Fig. 1: run 1, routed clock nets over the placement
The bar under the picture is 50 um long.
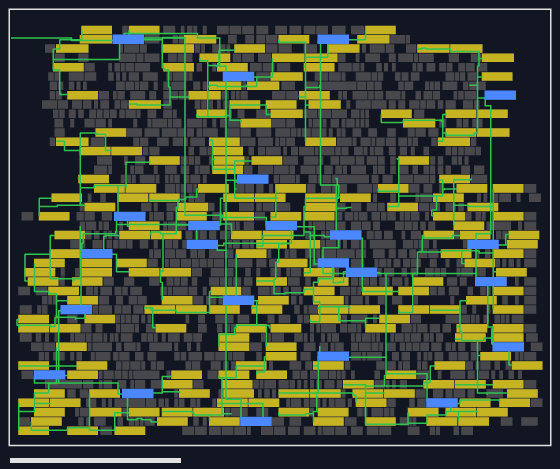
Fig. 2: run 1, routed metal, one color a layer
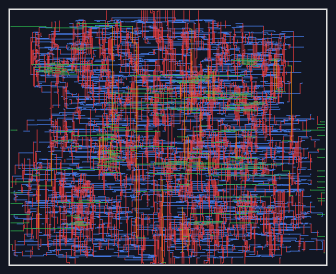
Fig. 3: run 1, nets reached from selected ports
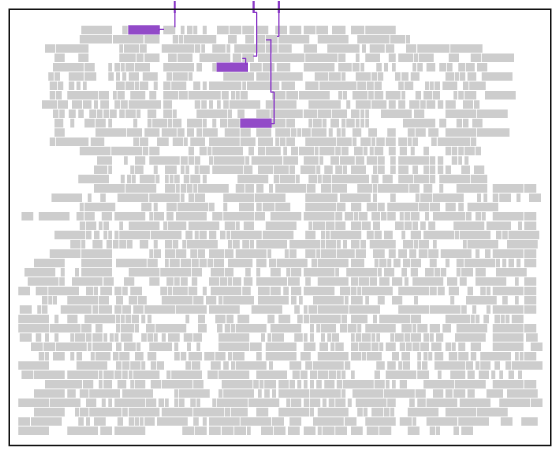
==> config.mk <==
export PLATFORM = sky130hd
export DESIGN_NAME = fan_pwm_tach_ctrl
export DESIGN_NICKNAME = d
export VERILOG_FILES = /design/src/rtl/fan_pkg.sv /design/src/rtl/fan_tach_chan.sv /design/src/rtl/fan_pwm_tach_ctrl.sv
export SDC_FILE = /design/constraint.sdc
export NUM_CORES = 1
export LEC_CHECK = 0
export CAP_MARGIN = 20
export CORE_ASPECT_RATIO = 0.8
export CORE_MARGIN = 2
export CORE_UTILIZATION = 60
export DETAILED_ROUTE_END_ITERATION = 10
export GPL_ROUTABILITY_DRIVEN = 0
export PLACE_DENSITY = 0.81
export SLEW_MARGIN = 30
export SYNTH_ARGS = -nofsm -noshare
export SYNTH_HDL_FRONTEND = slang
export SYNTH_SLANG_ARGS = --single-unit
==> constraint.sdc <==
create_clock -name clk0 -period 2.9 [get_ports clk0]
set_input_delay 0.29 -clock clk0 [delete_from_list [all_inputs] [get_ports clk0]]
set_output_delay 0.29 -clock clk0 [all_outputs]
set_load 0.03 [all_outputs]
==> src/rtl/fan_pkg.sv <==
// Shared constants and helpers for the fan PWM / tach controller.
package fan_pkg;
  localparam int PWM_PERIOD_DEFAULT = 222;
  localparam int DUTY_DEFAULT       = 150;
  localparam int TACH_WINDOW_1S     = 7812500;
  localparam int CNT_W              = 16;

  // Counter width for n distinct states, never narrower than one bit.
  function automatic int clog2_min1(input int n);
    return (n <= 2) ? 1 : $clog2(n);
  endfunction
endpackage

==> src/rtl/fan_tach_chan.sv <==
// One tach channel: synchroniser, majority glitch filter, saturating edge
// counter per window, and the sticky stall flag.
module fan_tach_chan
  import fan_pkg::*;
#(
  parameter int TACH_MIN     = 10,
  parameter int FAIL_WINDOWS = 3
) (
  input  logic             clk0,
  input  logic             rstn,
  input  logic             tach_raw,
  input  logic             win_end,
  input  logic             suppress,
  input  logic             fail_clr,
  output logic [CNT_W-1:0] tach_count,
  output logic             fan_fail
);
  localparam int MISS_W = clog2_min1(FAIL_WINDOWS + 1);

  logic              sync_p0, sync_p1;
  logic [1:0]        hist_p2;
  logic              filt_p3, filt_prev;
  logic              edge_det;
  logic [CNT_W-1:0]  edge_cnt, cnt_nxt;
  logic [MISS_W-1:0] miss_cnt, miss_nxt;

  function automatic logic maj3(input logic a, input logic b, input logic c);
    return (a & b) | (a & c) | (b & c);
  endfunction

  function automatic logic [CNT_W-1:0] sat_inc(input logic [CNT_W-1:0] v, input logic inc);
    return (inc && (v != '1)) ? v + CNT_W'(1) : v;
  endfunction

  assign edge_det = filt_p3 & ~filt_prev;
  // The closing count includes an edge on the last window cycle.
  assign cnt_nxt  = sat_inc(edge_cnt, edge_det);
  assign miss_nxt = (miss_cnt < MISS_W'(FAIL_WINDOWS)) ? miss_cnt + MISS_W'(1) : miss_cnt;

  always_ff @(posedge clk0 or negedge rstn) begin
    if (!rstn) begin
      sync_p0    <= 1'b0;
      sync_p1    <= 1'b0;
      hist_p2    <= '0;
      filt_p3    <= 1'b0;
      filt_prev  <= 1'b0;
      edge_cnt   <= '0;
      tach_count <= '0;
      miss_cnt   <= '0;
      fan_fail   <= 1'b0;
    end else begin
      // p0/p1: metastability guard; p2: sample history; p3: filtered level
      sync_p0   <= tach_raw;
      sync_p1   <= sync_p0;
      hist_p2   <= {hist_p2[0], sync_p1};
      filt_p3   <= maj3(sync_p1, hist_p2[0], hist_p2[1]);
      filt_prev <= filt_p3;

      if (win_end) begin
        tach_count <= cnt_nxt;
        edge_cnt   <= '0;
      end else begin
        edge_cnt   <= cnt_nxt;
      end

      // A clear on the window-end cycle discards that window's verdict.
      if (fail_clr) begin
        miss_cnt <= '0;
        fan_fail <= 1'b0;
      end else if (suppress) begin
        miss_cnt <= '0;
      end else if (win_end) begin
        if (cnt_nxt < CNT_W'(TACH_MIN)) begin
          miss_cnt <= miss_nxt;
          if (miss_nxt >= MISS_W'(FAIL_WINDOWS)) fan_fail <= 1'b1;
        end else begin
          miss_cnt <= '0;
        end
      end
    end
  end
endmodule

==> src/rtl/fan_pwm_tach_ctrl.sv <==
// Multi-channel fan controller: shared PWM period, soft duty ramp, per-fan
// tach measurement and stall failsafe that drives every fan to full speed.
module fan_pwm_tach_ctrl
  import fan_pkg::*;
#(
  parameter int NUM_FANS     = 3,
  parameter int PWM_PERIOD   = PWM_PERIOD_DEFAULT,
  parameter int DUTY_DEFAULT = fan_pkg::DUTY_DEFAULT,
  parameter int RAMP_PERIODS = 4,
  parameter int TACH_WINDOW  = TACH_WINDOW_1S,
  parameter int TACH_MIN     = 10,
  parameter int FAIL_WINDOWS = 3
) (
  input  logic                         clk0,
  input  logic                         rstn,
  input  logic                         fan_en,
  input  logic                         duty_wr_en,
  input  logic [clog2_min1(NUM_FANS)-1:0] duty_wr_ch,
  input  logic [7:0]                   duty_wr_data,
  input  logic                         fail_clr,
  input  logic [NUM_FANS-1:0]          fan_tach,
  output logic [NUM_FANS-1:0]          fan_pwm,
  output logic [NUM_FANS*CNT_W-1:0]    tach_count,
  output logic                         tach_valid,
  output logic [NUM_FANS-1:0]          fan_fail,
  output logic                         failsafe
);
  localparam int         CH_W     = clog2_min1(NUM_FANS);
  localparam int         WIN_W    = clog2_min1(TACH_WINDOW);
  localparam int         RMP_W    = clog2_min1(RAMP_PERIODS);
  localparam logic [7:0] PERIOD_B = 8'(PWM_PERIOD);
  localparam logic [7:0] DUTY_RST = 8'(DUTY_DEFAULT);

  logic [7:0]                pwm_cnt;
  logic [RMP_W-1:0]          ramp_cnt;
  logic [WIN_W-1:0]          win_cnt;
  logic                      pwm_wrap, ramp_tick, win_end;
  logic [NUM_FANS-1:0][7:0]  tgt_duty, cur_duty;
  logic [NUM_FANS-1:0]       pwm_nxt, suppress;

  function automatic logic [7:0] step_toward(input logic [7:0] cur, input logic [7:0] tgt);
    if (cur < tgt) return cur + 8'd1;
    if (cur > tgt) return cur - 8'd1;
    return cur;
  endfunction

  function automatic logic [7:0] clamp_duty(input logic [7:0] d);
    return (d > PERIOD_B) ? PERIOD_B : d;
  endfunction

  assign pwm_wrap  = (pwm_cnt == PERIOD_B - 8'd1);
  assign ramp_tick = pwm_wrap && (ramp_cnt == RMP_W'(RAMP_PERIODS - 1));
  assign win_end   = (win_cnt == WIN_W'(TACH_WINDOW - 1));

  always_ff @(posedge clk0 or negedge rstn) begin
    if (!rstn) begin
      pwm_cnt  <= '0;
      ramp_cnt <= '0;
      win_cnt  <= '0;
    end else begin
      pwm_cnt <= pwm_wrap ? 8'd0 : pwm_cnt + 8'd1;
      if (pwm_wrap) ramp_cnt <= ramp_tick ? '0 : ramp_cnt + RMP_W'(1);
      win_cnt <= win_end ? '0 : win_cnt + WIN_W'(1);
    end
  end

  // cur_duty only moves on the wrap edge, so every period keeps its length;
  // a write landing on a tick is seen by the following tick.
  always_ff @(posedge clk0 or negedge rstn) begin
    if (!rstn) begin
      tgt_duty <= {NUM_FANS{DUTY_RST}};
      cur_duty <= {NUM_FANS{DUTY_RST}};
    end else begin
      for (int i = 0; i < NUM_FANS; i++) begin
        if (ramp_tick) cur_duty[i] <= step_toward(cur_duty[i], tgt_duty[i]);
        if (duty_wr_en && (duty_wr_ch == CH_W'(i))) tgt_duty[i] <= duty_wr_data;
      end
    end
  end

  always_comb begin
    pwm_nxt  = '0;
    suppress = '0;
    for (int i = 0; i < NUM_FANS; i++) begin
      pwm_nxt[i]  = pwm_cnt < (failsafe ? PERIOD_B : clamp_duty(cur_duty[i]));
      suppress[i] = !fan_en || (tgt_duty[i] == 8'd0);
    end
  end

  always_ff @(posedge clk0 or negedge rstn) begin
    if (!rstn) begin
      fan_pwm    <= '0;
      failsafe   <= 1'b0;
      tach_valid <= 1'b0;
    end else begin
      fan_pwm    <= fan_en ? pwm_nxt : '0;
      failsafe   <= |fan_fail;
      tach_valid <= win_end;
    end
  end

  for (genvar g = 0; g < NUM_FANS; g++) begin : g_chan
    fan_tach_chan #(
      .TACH_MIN     (TACH_MIN),
      .FAIL_WINDOWS (FAIL_WINDOWS)
    ) u_chan (
      .clk0       (clk0),
      .rstn       (rstn),
      .tach_raw   (fan_tach[g]),
      .win_end    (win_end),
      .suppress   (suppress[g]),
      .fail_clr   (fail_clr),
      .tach_count (tach_count[CNT_W*g +: CNT_W]),
      .fan_fail   (fan_fail[g])
    );
  end
endmodule

==> flow_metrics.tcl, run 1 <==
# flow metrics
set metrics [dict create \
    outcome "finished clean" \
    final_area_um2 13300 \
    numCtsBuffers 23 \
    finalHoldViolCount 0 \
    cts_buffer_depth 3 \
    startpoint "g_chan[2].u_chan.edge_cnt[0]" \
    synth-edff-count 0 \
    n_antenna_cell 0 \
    root_buffer "clkbuf_16" \
    clk_latency_ns 0.51 \
    yosys_warnings 0 \
    ys_cells 1166 \
    ys_sh_adder_pct 7.01 \
    worstMarginPinSlew_ns 0.697 \
    cts.repair_timing.setup_buffer_count 0 \
    yosysUniqueCellTypes 77 \
    ys_ff 209 \
    track_usage_pct 26.7 \
    fin_crit_ns 2.72 \
    tool_warnings 33 \
    synth_area_um2 11300 \
    final_common_cell "dfrtp_1" \
    path_clk_slew_ns 0.06 \
    post_cts_resize_count 0 \
    core-area_um2 18300 \
    final_nets 1334 \
    vias 9140 \
    ff_type "dfrtp_1" \
    die_h_um 127 \
    max_cap_violations 0 \
    fp-utilization_pct 61.7 \
    drive_gt1_share_pct 11.7 \
    place_hpwl_mm 18.2 \
    antenna_found_initial 0 \
    port_buffers 73 \
    finalSetupViolCount 0 \
    largest_area_cell "dfrtp_1" \
    grt_setup_unrepaired "no" \
    buffer_area_share_pct 7.78 \
    n_all_buffers 108 \
    synthXorXnorAreaFrac_pct 7.26 \
    routed_wirelength_mm 25.8 \
    clkCellAreaFrac_pct 6.06 \
    busiest_layer "met1" \
    synthMuxAreaShare_pct 2.95 \
    synthArstFlopShare_pct 100 \
    avgSynthCellArea_um2 9.71 \
    met2_usage_pct 40.2 \
    met1_usage_pct 41.1 \
    top_area_share_pct 40.9 \
    slew_violations 0 \
    syn_to_final_growth_pct 17.7 \
    power.density_nw_per_um2 559 \
    setup_tns_ns 0 \
    cts_tree "done" \
    reg_top3 "g_chan.u_chan.edge_cnt (48), g_chan.u_chan.tach_count (48)" \
    nFillCells 1328 \
    grt.met3_usage_pct 3.83 \
    synthCells 1166 \
    logic_gate_count 867 \
    first_iter_violations 895 \
    worstHoldPathCells 1 \
    cp.required_ns 3.34 \
    met2_length_mm 11.4 \
    ir_drop_v 0.000567 \
    top_cells_by_area "dfrtp_1 41%, ha_1 6.7%, dfstp_2 5.6%" \
    ys_sh_simple_pct 21.5 \
    grt_max_degree 76 \
    ff_count 209 \
    hp-class "in2reg" \
    ios 74 \
    wl_met3_mm 1.74 \
    inverters 46 \
    cts.htree.levels 1 \
    p_leak_nw 5.84 \
    r2r_cells 8 \
    die_width_um 158 \
    cts_sinks 209 \
    wl_met1_mm 12.1 \
    grt_overflow 0 \
    route.top_layer_used "met4" \
    hold_start "fan_tach[0]" \
    worst_setup_path_start_kind "register" \
    nWellTaps 253 \
    period_used_pct 93.9 \
    grt_pass1_vias 8803 \
    ys_seq_share_pct 46.5 \
    biggestCellCategory "combinational gates" \
    die-area_um2 20000 \
    yosys.area_share.aoi_pct 11.5 \
    cts.hold.buffers_added 1 \
    grt_pass1_wl_mm 43.8 \
    placement.cell_area_um2 12500 \
    top_logic_kind "simple AND/OR/NAND/NOR gates" \
    seq_area_share_pct 39.5 \
    combGateArea_um2 5730 \
    reg2reg_from "g_chan[2].u_chan.edge_cnt[0]" \
    worst-path-max-fanout 8 \
    seq_area_um2 5260 \
    wl_per_cell_um 16.9 \
    combAreaFraction_pct 43.0 \
    drc 0 \
    ant_nets 0 \
    vias_per_cell 5.99 \
    relSlewSlack_pct 53.1 \
    fin_worst_skew_ns 0.00859 \
    cp_data_arrival_time_ns 3.16 \
    clockBufferCount 32 \
    detail_route.first_pass.iterations 5 \
    fp_nets 1245 \
    yosysChipArea_um2 11300 \
    fmax_mhz 367 \
    path_class "reg2reg" \
    rows 44 \
    mostFrequentLayoutCells "184 x dfrtp_1, 124 x nor2_1, 117 x nand2_1" \
    end_kind "register" \
]
About Fig. 1:
[flip-flops] yellow | count: 209
[cells driving clock nets] blue | count: 23
[clock wires] green | length: 2550 um
routed clock nets: 24

About Fig. 2:
| layer | color | wire length |
|---|---|---|
| met2 | red | 11400 um |
| met3 | green | 1740 um |
| met1 | blue | 12100 um |
| met4 | orange | 564 um |

About Fig. 3:
| port | color | bits | direction | end cells | wire |
|---|---|---|---|---|---|
| fan_pwm | purple | 3 | output | 3 | 60.1 um |

[run 1: power breakdown]
part / internal, mW / switching [mW]
Clock: 1.88 / 1.18
Sequential: 3.14 / 0.242
Combinational: 0.447 / 0.561
[run 1: cells in the mapped netlist, types with 19 or more instances]
cell type	n
dfstp_2	24
nand4_1	30
clkbuf_1	33
nor3_1	23
inv_1	45
a21oi_1	25
ha_1	61
mux2_2	19
nor2_1	124
nand3_1	46
dfrtp_1	185
o21ai_0	88
nand2_1	117
and3_1	21
xnor2_1	54
xor2_1	38
nor4_1	24
[run 1: per-stage QoR]
step	setup WS, ns	util, %	total power, mW	hold slack (ns)	instances
final	0.177	72.7	7.45	0.211	1525
after global routing	0.0112	72.7	7.79	0.211	1525
after CTS	0.0651	72.4	7.45	0.199	1524
after detailed placement	0.116	68.0	4.35	0.340	1481
after global placement	0.175	68.0	4.31	0.336	1481
after floorplan	0.331	-	4.02	-0.00559	1166
[run 1: path summary, 6_finish.rpt]
check	to	slack [ns]
setup / recovery	g_chan[2].u_chan.miss_cnt[1]	0.18
hold / removal	g_chan[0].u_chan.sync_p0	0.21
setup reg to reg	g_chan[2].u_chan.miss_cnt[1]	0.18
hold reg to reg	g_chan[2].u_chan.sync_p1	0.34
max in group asynchronous	g_chan[2].u_chan.edge_cnt[0]	1.65
min in group asynchronous	g_chan[1].u_chan.hist_p2[1]	0.36
[run 1: worst max-delay path, cell delays in order (launching register included)]
cell	delay [ns]
dfrtp_2	0.42
ha_4	0.18
nand4_4	0.15
nor3b_4	0.39
a211oi_2	0.15
xnor2_2	0.18
or4b_1	0.51
or4_1	0.52
a21oi_1	0.15
Fig. 4: run 1, clock nets
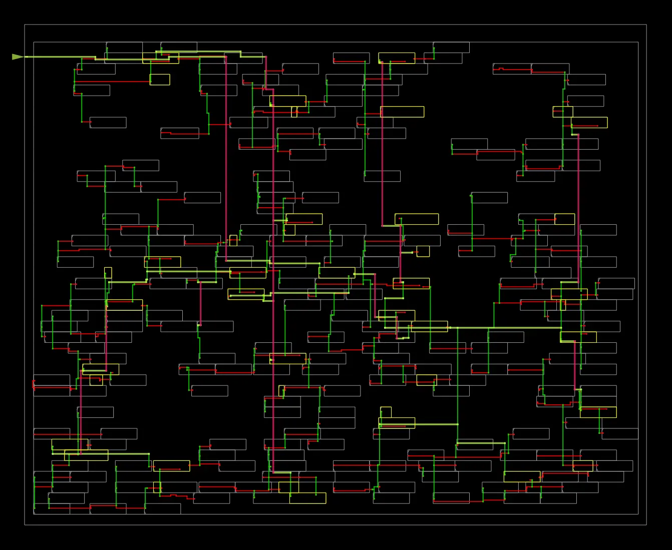

==> run 2: changes to the inputs <==
--- a/config.mk
+++ b/config.mk
@@ -6,7 +6,6 @@
 export NUM_CORES = 1
 export LEC_CHECK = 0
 export CAP_MARGIN = 20
-export CORE_ASPECT_RATIO = 0.8
 export CORE_MARGIN = 2
 export CORE_UTILIZATION = 60
 export DETAILED_ROUTE_END_ITERATION = 10
@@ -16,3 +15,4 @@
 export SYNTH_ARGS = -nofsm -noshare
 export SYNTH_HDL_FRONTEND = slang
 export SYNTH_SLANG_ARGS = --single-unit
+export TNS_END_PERCENT = 10
Fig. 5: run 2, clock nets
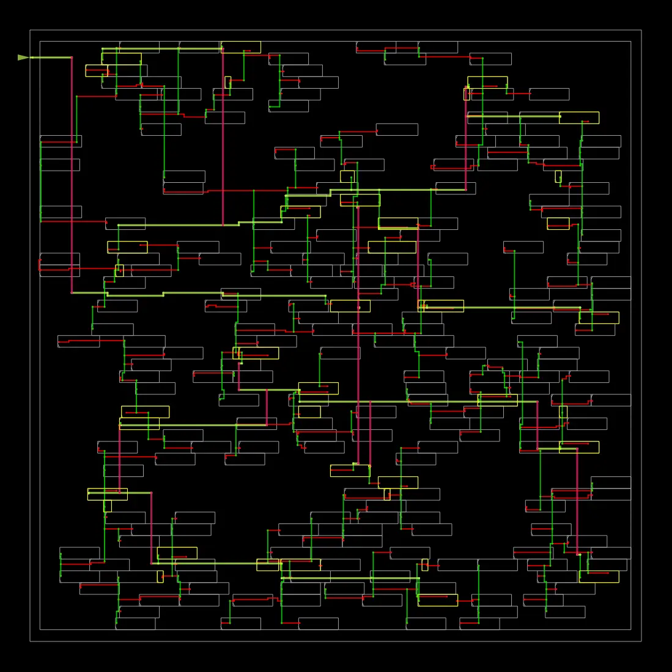
TritonCTS Buffers: 23
Power Clock: 2.89 mW
# clk buffers: 35
Seq Cell Count: 209
Insertion Delay late pin: 0.51 ns

==> flow_metrics.tcl, run 2 <==
# flow metrics
set metrics [dict create \
    synth-edff-count 0 \
    yosysUniqueCellTypes 77 \
    post_cts_resize_count 0 \
    finalSetupViolCount 0 \
    critical_path_cell_count 8 \
    port_buffers 73 \
    cts.hold.buffers_added 1 \
    tool_warnings 34 \
    avgSynthCellArea_um2 9.71 \
    period_used_pct 97.4 \
    fp_nets 1245 \
    outcome "finished clean" \
    end_kind "register" \
    final_common_cell "dfrtp_1" \
    largest_area_cell "dfrtp_1" \
    n_antenna_cell 0 \
    fp-utilization_pct 60.9 \
    track_usage_pct 25.7 \
    grt_max_degree 85 \
    synthXorXnorAreaFrac_pct 7.26 \
    utilization_pct 71.0 \
    ys_ff 209 \
    p_total_mw 7.22 \
    ys_sh_simple_pct 21.5 \
    grt_pass1_vias 8705 \
    fin_crit_ns 2.82 \
    mostFrequentLayoutCells "185 x dfrtp_1, 124 x nor2_1, 117 x nand2_1" \
    vias 8971 \
    finalHoldViolCount 0 \
    wl_met3_mm 1.57 \
    yosys_warnings 0 \
    cp.required_ns 3.34 \
    rows 50 \
    p_leak_nw 5.79 \
    path_clk_slew_ns 0.06 \
    cts.repair_timing.setup_buffer_count 0 \
    wl_met1_mm 11.3 \
    fin_worst_skew_ns 0.00880 \
    whs_ns 0.218 \
    ir_drop_v 0.000401 \
    cts_tree "done" \
    wl_per_cell_um 16.7 \
    core-area_um2 18600 \
    startpoint "g_chan[2].u_chan.edge_cnt[0]" \
    ys_sh_adder_pct 7.01 \
    hp-class "in2reg" \
    place_inst 1459 \
    cts_buffer_depth 3 \
    most_common_cell "dfrtp_1" \
    synthCells 1166 \
    worst-path-max-fanout 8 \
    die-area_um2 20000 \
    drive_gt1_share_pct 10.8 \
    crit_path_max_incr_delay_ns 0.56 \
    synthMuxAreaShare_pct 2.95 \
    synth.top_cells.by_count "185 x dfrtp_1, 124 x nor2_1, 117 x nand2_1" \
    vias_per_cell 5.98 \
    worstMarginPinSlew_ns 0.689 \
    top_logic_kind "simple AND/OR/NAND/NOR gates" \
    cpMaxStageDelayCell "or4b_1" \
    yosys.area_share.aoi_pct 11.5 \
    detail_route.first_pass.iterations 5 \
    cp_cell_sequence "ha_1 > nand4_4 > nor3b_4 > a21o_1 > a32oi_1 > or4b_1 > or4_1 > a21oi_1" \
    top_area_share_pct 40.9 \
    final_cells 1501 \
    yosysChipArea_um2 11300 \
    die_h_um 141 \
    synthArstFlopShare_pct 100 \
    grt_setup_unrepaired "yes" \
    ant_nets 0 \
    ios 74 \
    met2_length_mm 11.7 \
    root_buffer "clkbuf_16" \
    reg2reg_from "g_chan[2].u_chan.edge_cnt[0]" \
    die_width_um 141 \
    worst_setup_path_start_kind "register" \
    path_class "reg2reg" \
    max_cap_violations 0 \
    synth_area_um2 11300 \
    cp_data_arrival_time_ns 3.26 \
    slew_violations 0 \
    r2r_slack_ns 0.08 \
    r2r_cells 8 \
    r2r-end "g_chan[2].u_chan.miss_cnt[1]" \
    syn_to_final_growth_pct 16.5 \
    grt_pass1_wl_mm 42.4 \
    ff_type "dfrtp_1" \
    ys_cells 1166 \
    relSlewSlack_pct 54.1 \
    route.top_layer_used "met4" \
    power.density_nw_per_um2 547 \
    drc 0 \
    cts.htree.levels 1 \
    top_cells_by_area "dfrtp_1 41%, ha_1 6.7%, dfstp_2 5.6%" \
    first_iter_violations 606 \
    critPathBufInv 0 \
    place_hpwl_mm 17.7 \
    crit_family "simple AND/OR/NAND/NOR gates" \
    cts_sinks 209 \
    antenna_found_initial 0 \
    reg_top3 "g_chan.u_chan.edge_cnt (48), g_chan.u_chan.tach_count (48)" \
    grt_overflow 0 \
    routed_wirelength_mm 25.0 \
    ys_seq_share_pct 46.5 \
    endpoint "g_chan[2].u_chan.miss_cnt[1]" \
    fmax_mhz 354 \
    final_nets 1330 \
]
## run 2: cell types whose count changed in the layout (fill, tap and decap cells not counted), sizes merged
cell,change
buf,-4
clkbuf,+3
clkinvlp,-2
bufinv,-1
clkinv,-1
## run 2: cell type report
cell class | instances | area, um2
fill | 1367 | 5390
clock buffer | 35 | 661
tap | 234 | 293
multi-input combinational | 867 | 5710
clock inverter | 6 | 83.8
inverter | 46 | 173
sequential | 209 | 5260
timing repair buffer | 104 | 1010
## run 2: worst min-delay path by stage
stage,startpoint,endpoint,slack (ns),depth (start not counted)
floorplan,rstn,cur_duty[0],-0.006,0
global placement,g_chan[0].u_chan.sync_p0,g_chan[0].u_chan.sync_p1,0.33,0
detailed placement,g_chan[1].u_chan.sync_p0,g_chan[1].u_chan.sync_p1,0.34,0
CTS,fan_tach[1],g_chan[1].u_chan.sync_p0,0.21,1
global route,fan_tach[1],g_chan[1].u_chan.sync_p0,0.21,1
finish,fan_tach[1],g_chan[1].u_chan.sync_p0,0.22,1
## run 2: power by group
| part | internal, mW | switching (mW) |
|---|---|---|
| Clock | 1.74 | 1.15 |
| Combinational | 0.416 | 0.540 |
| Sequential | 3.14 | 0.236 |
| Total | 5.30 | 1.92 |
## run 2: per-layer routing
metal | GRT usage, % | up-vias
li1 | - | 4313
met1 | 37.5 | 4314
met2 | 41.0 | 303
met3 | 4.02 | 41
met4 | 5.63 | 0
met5 | 0 | -
## run 2: metrics by stage
stage	instance area (um2)	setup TNS (ns)	setup slack (ns)
after CTS	13200	0	0.0617
final	13200	0	0.0753
after global placement	12400	0	0.200
after global routing	13200	-0.163	-0.0707
after floorplan	11300	0	0.331
after detailed placement	12400	0	0.0773
Power is estimated from default activity; no workload was simulated.
